**src/rtl/seg7_pkg.sv**
```systemverilog
// Shared constants for the four-digit seven-segment display driver.
// Segment patterns are active-low, bit order {g,f,e,d,c,b,a}.
package seg7_pkg;

   localparam logic [6:0] SEG_BLANK           = 7'b1111111;
   localparam int         NUM_DIGITS          = 4;
   localparam int         REFRESH_DIV_DEFAULT = 25000;

   localparam logic [0:15][6:0] SEG_TABLE = '{
      7'b1000000,
      7'b1111001,
      7'b0100100,
      7'b0110000,
      7'b0011001,
      7'b0010010,
      7'b0000010,
      7'b1111000,
      7'b0000000,
      7'b0010000,
      7'b0001000,
      7'b0000011,
      7'b1000110,
      7'b0100001,
      7'b0000110,
      7'b0001110
   };

endpackage

```
**src/rtl/seg7_display_hex7seg.sv**
```systemverilog
// Hex nibble to active-low seven-segment pattern.
// Purely combinational lookup into the shared table.
module hex7seg
   import seg7_pkg::*;
(
   input  logic [3:0] nib,
   output logic [6:0] seg
);

   assign seg = SEG_TABLE[nib];

endmodule

```
**src/rtl/seg7_display.sv**
```systemverilog
// Multiplexed four-digit hex display driver with leading-zero blanking.
// A frame latch keeps a whole refresh frame tear-free.
module seg7_display
   import seg7_pkg::*;
#(
   parameter int REFRESH_DIV = REFRESH_DIV_DEFAULT,
   parameter bit BLANK_LZ    = 1'b1
)(
   input  logic        clk,
   input  logic        reset,
   input  logic [15:0] result,
   output logic [6:0]  seg,
   output logic [3:0]  an,
   output logic        dp
);

   localparam logic [15:0] DIV_LAST = 16'(REFRESH_DIV - 1);

   logic [15:0] div_cnt;
   logic        tick;
   logic [1:0]  dig;
   logic [15:0] disp_val;
   logic [3:0]  nib;
   logic        blank;
   logic [6:0]  seg_dec;
   logic [6:0]  seg_nxt;
   logic [3:0]  an_nxt;

   assign tick = (div_cnt == DIV_LAST);

   // Slot timer: one tick per REFRESH_DIV cycles.
   always_ff @(posedge clk) begin
      if (reset)
         div_cnt <= '0;
      else if (tick)
         div_cnt <= '0;
      else
         div_cnt <= div_cnt + 16'd1;
   end

   // Digit sequencer walks 0..3 once per tick.
   always_ff @(posedge clk) begin
      if (reset)
         dig <= '0;
      else if (tick)
         dig <= dig + 2'd1;
   end

   // Frame latch only updates at the end of digit 3 so a frame never tears.
   always_ff @(posedge clk) begin
      if (reset)
         disp_val <= '0;
      else if (tick && (dig == 2'd3))
         disp_val <= result;
   end

   // Select the active nibble and decide whether it is a leading zero.
   always_comb begin
      nib   = disp_val[3:0];
      blank = 1'b0;
      unique case (dig)
         2'd0: begin
            nib   = disp_val[3:0];
            blank = 1'b0;
         end
         2'd1: begin
            nib   = disp_val[7:4];
            blank = BLANK_LZ && (disp_val[15:4] == 12'h000);
         end
         2'd2: begin
            nib   = disp_val[11:8];
            blank = BLANK_LZ && (disp_val[15:8] == 8'h00);
         end
         2'd3: begin
            nib   = disp_val[15:12];
            blank = BLANK_LZ && (disp_val[15:12] == 4'h0);
         end
      endcase
   end

   hex7seg u_hex7seg (
      .nib (nib),
      .seg (seg_dec)
   );

   // Blanked slots keep every anode off rather than lighting an empty digit.
   always_comb begin
      an_nxt  = 4'b1111;
      seg_nxt = SEG_BLANK;
      if (!blank) begin
         an_nxt  = ~(4'b0001 << dig);
         seg_nxt = seg_dec;
      end
   end

   // Registered pin drivers so the anodes switch glitch-free.
   always_ff @(posedge clk) begin
      if (reset) begin
         seg <= SEG_BLANK;
         an  <= 4'b1111;
         dp  <= 1'b1;
      end else begin
         seg <= seg_nxt;
         an  <= an_nxt;
         dp  <= 1'b1;
      end
   end

endmodule

```
**config.mk**
```make
export PLATFORM = sky130hd
export DESIGN_NAME = seg7_display
export DESIGN_NICKNAME = d
export VERILOG_FILES = /design/src/rtl/seg7_pkg.sv /design/src/rtl/seg7_display_hex7seg.sv /design/src/rtl/seg7_display.sv
export SDC_FILE = /design/constraint.sdc
export NUM_CORES = 1
export LEC_CHECK = 0
export CAP_MARGIN = 0
export CORE_UTILIZATION = 40
export CTS_CLUSTER_SIZE = 12
export DETAILED_ROUTE_END_ITERATION = 10
export SYNTH_ARGS = -nofsm -noshare
export SYNTH_HDL_FRONTEND = slang
export SYNTH_SLANG_ARGS = --single-unit
```
**constraint.sdc**
```tcl
create_clock -name clk -period 1.9 [get_ports clk]
set_input_delay 0.285 -clock clk [delete_from_list [all_inputs] [get_ports clk]]
set_output_delay 0.285 -clock clk [all_outputs]
set_load 0.03 [all_outputs]
```
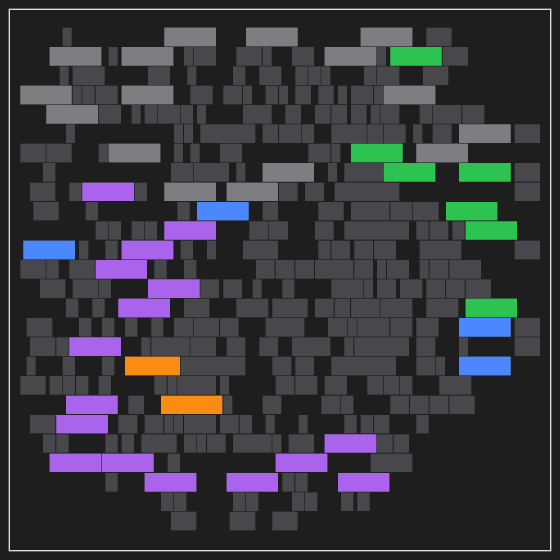
**Above:** run 1 (register map, names as in the netlist).
[green] seg | placed flops: 7
[purple] disp_val | placed flops: 16
[orange] dig | placed flops: 2
[blue] an | placed flops: 4
not coloured: 16

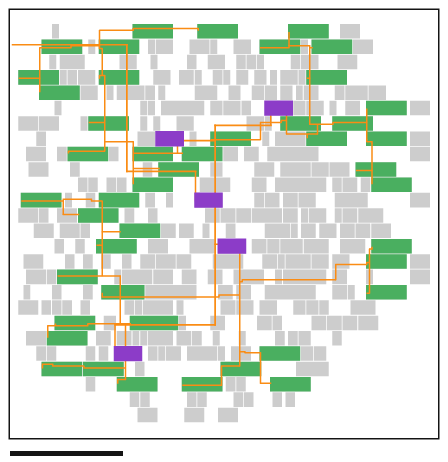
**Above:** run 1 (clock wires, drivers and flops).
Bar = 20 microns.
[green] flip-flops | count: 45
[purple] clock drivers | count: 5
[orange] clock wires | length: 540 microns
routed clock nets: 6
flops lie: spread over the die

==> results.txt, run 1 <==
run results: status finished, violations left, violated checks setup timing, Clock-cell share 2.83%, most frequent cell after synthesis dfxtp_1, final worst setup slack -0.208 ns, Root Buffer clkbuf_8, Tapcells 70, final setup violation count 7, Worst setup EP type flip-flop, met2 wire len 2380 microns, Synth cell types 43, Comb group 114 uW, Cells after Synth 250, Final Cycle Share 111%, Crit. Startpoint dig[1], Biggest consumer registers, Placement Cell Area 0.00274 sq mm, std cell rows 26, dpl cells 365, register share of the cell area 30.6%, largest net degree at the start of global routing 19
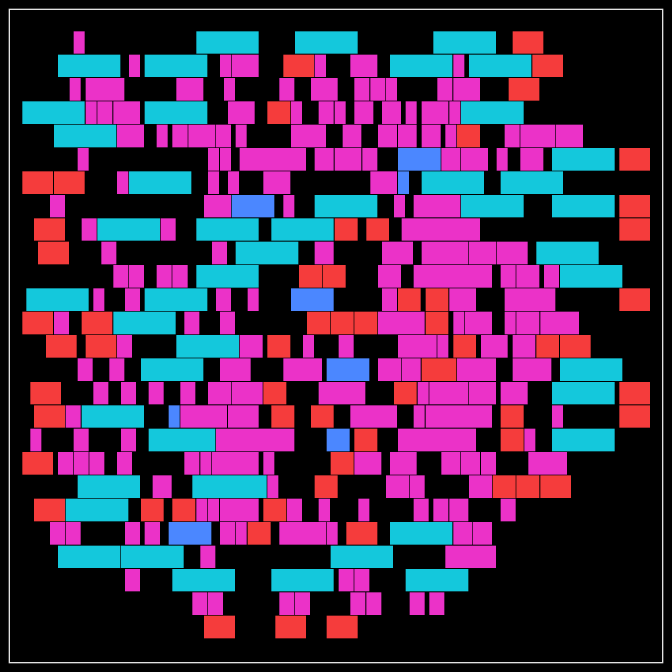
**Above:** run 1 (cell classes on the final placement).
[blue] clock drivers and dummy loads | cells: 8 | share of their area: 2.9%
[cyan] sequential cells | cells: 45 | share of their area: 32%
[red] remaining buffers and delay cells | cells: 59 | share of their area: 18%
[magenta] combinational and other logic | cells: 193 | share of their area: 48%

**Run 1: clock wiring as the flow saved it**

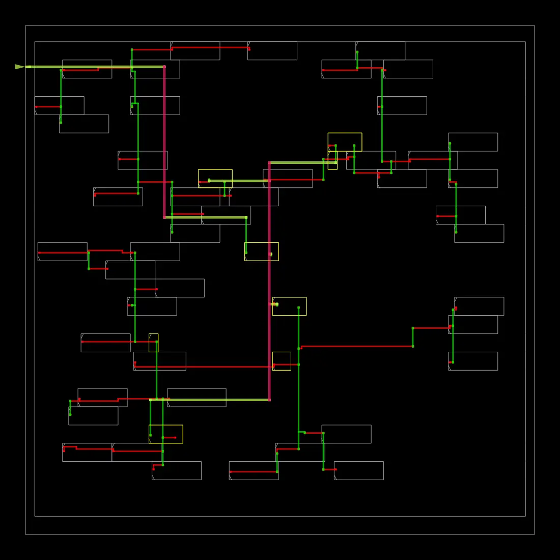

==> run 2: changes to the inputs <==
--- a/config.mk
+++ b/config.mk
@@ -6,9 +6,11 @@
 export NUM_CORES = 1
 export LEC_CHECK = 0
 export CAP_MARGIN = 0
-export CORE_UTILIZATION = 40
+export CORE_UTILIZATION = 49
+export CTS_BUF_LIST = sky130_fd_sc_hd__clkbuf_16
 export CTS_CLUSTER_SIZE = 12
 export DETAILED_ROUTE_END_ITERATION = 10
+export PLACE_DENSITY = 0.75
 export SYNTH_ARGS = -nofsm -noshare
 export SYNTH_HDL_FRONTEND = slang
 export SYNTH_SLANG_ARGS = --single-unit
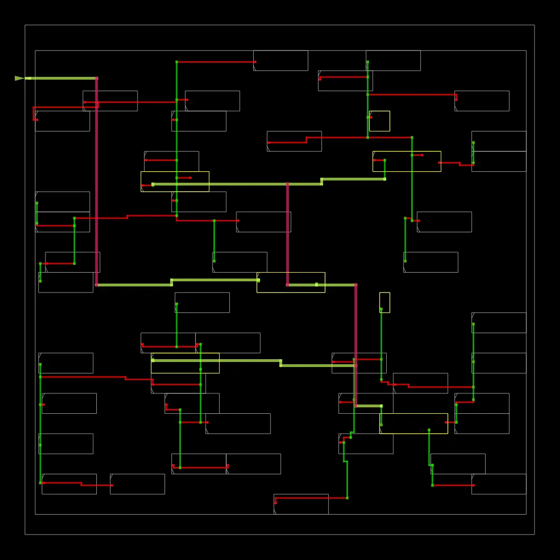
**Above:** run 2 (clock wiring as the flow saved it).
flop count: 45
CTS sink count: 45
P_clk: 820 uW

==> run 2 against run 1 <==
The run still ends with setup timing left. Maximum frequency increased by 7.9%. First-iteration DRC count grew 39%. Highest routed layer unchanged. Sequential cell count did not move. Core utilization rose by 15 points. Power up 14%. Combinational power shrank 4%. Hold slack gained 0.0012 ns. Synthesized area stayed put. Critical path depth unchanged. Count of clock-buffer cells in the layout fell by 2.
==> results.txt, run 2 <==
run results: largest net degree at the start of global routing 19, register share of the cell area 30.2%, Seq share, synth 41.3%, status finished, violations left, std cell rows 23, Tapcells 50, routing usage on met2 43.4%, Placement Cell Area 0.00269 sq mm, Crit. Startpoint dig[1], dpl cells 341, Clock-cell share 4.54%, met2 wire len 2770 microns, Root Buffer clkbuf_16, PD cells 629 mW/mm^2, Max Fclk 0.512 GHz, RR Startpoint dig[1], violated checks setup timing, Biggest consumer registers, final worst setup slack -0.0541 ns, DRC violations left 0, Final Cycle Share 103%, Synth cell types 43, Seq pwr share 50.9%, final setup violation count 5, most frequent cell after synthesis dfxtp_1, Main synth FF type dfxtp_1, Comb group 109 uW, stages on the worst setup path 11, Worst setup EP type flip-flop, CTS tree built
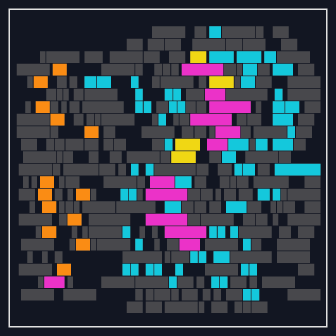
**Above:** run 2 (gate families picked out).
[cyan] aoi and oai cells | cells: 61 | most used: a21oi_1
[orange] xor and xnor cells | cells: 13 | most used: xnor2_1
[magenta] fa/ha/maj cells | cells: 12 | most used: ha_4
[yellow] mux cells | cells: 4 | most used: mux2_4

Power and IR drop assume default switching activity.
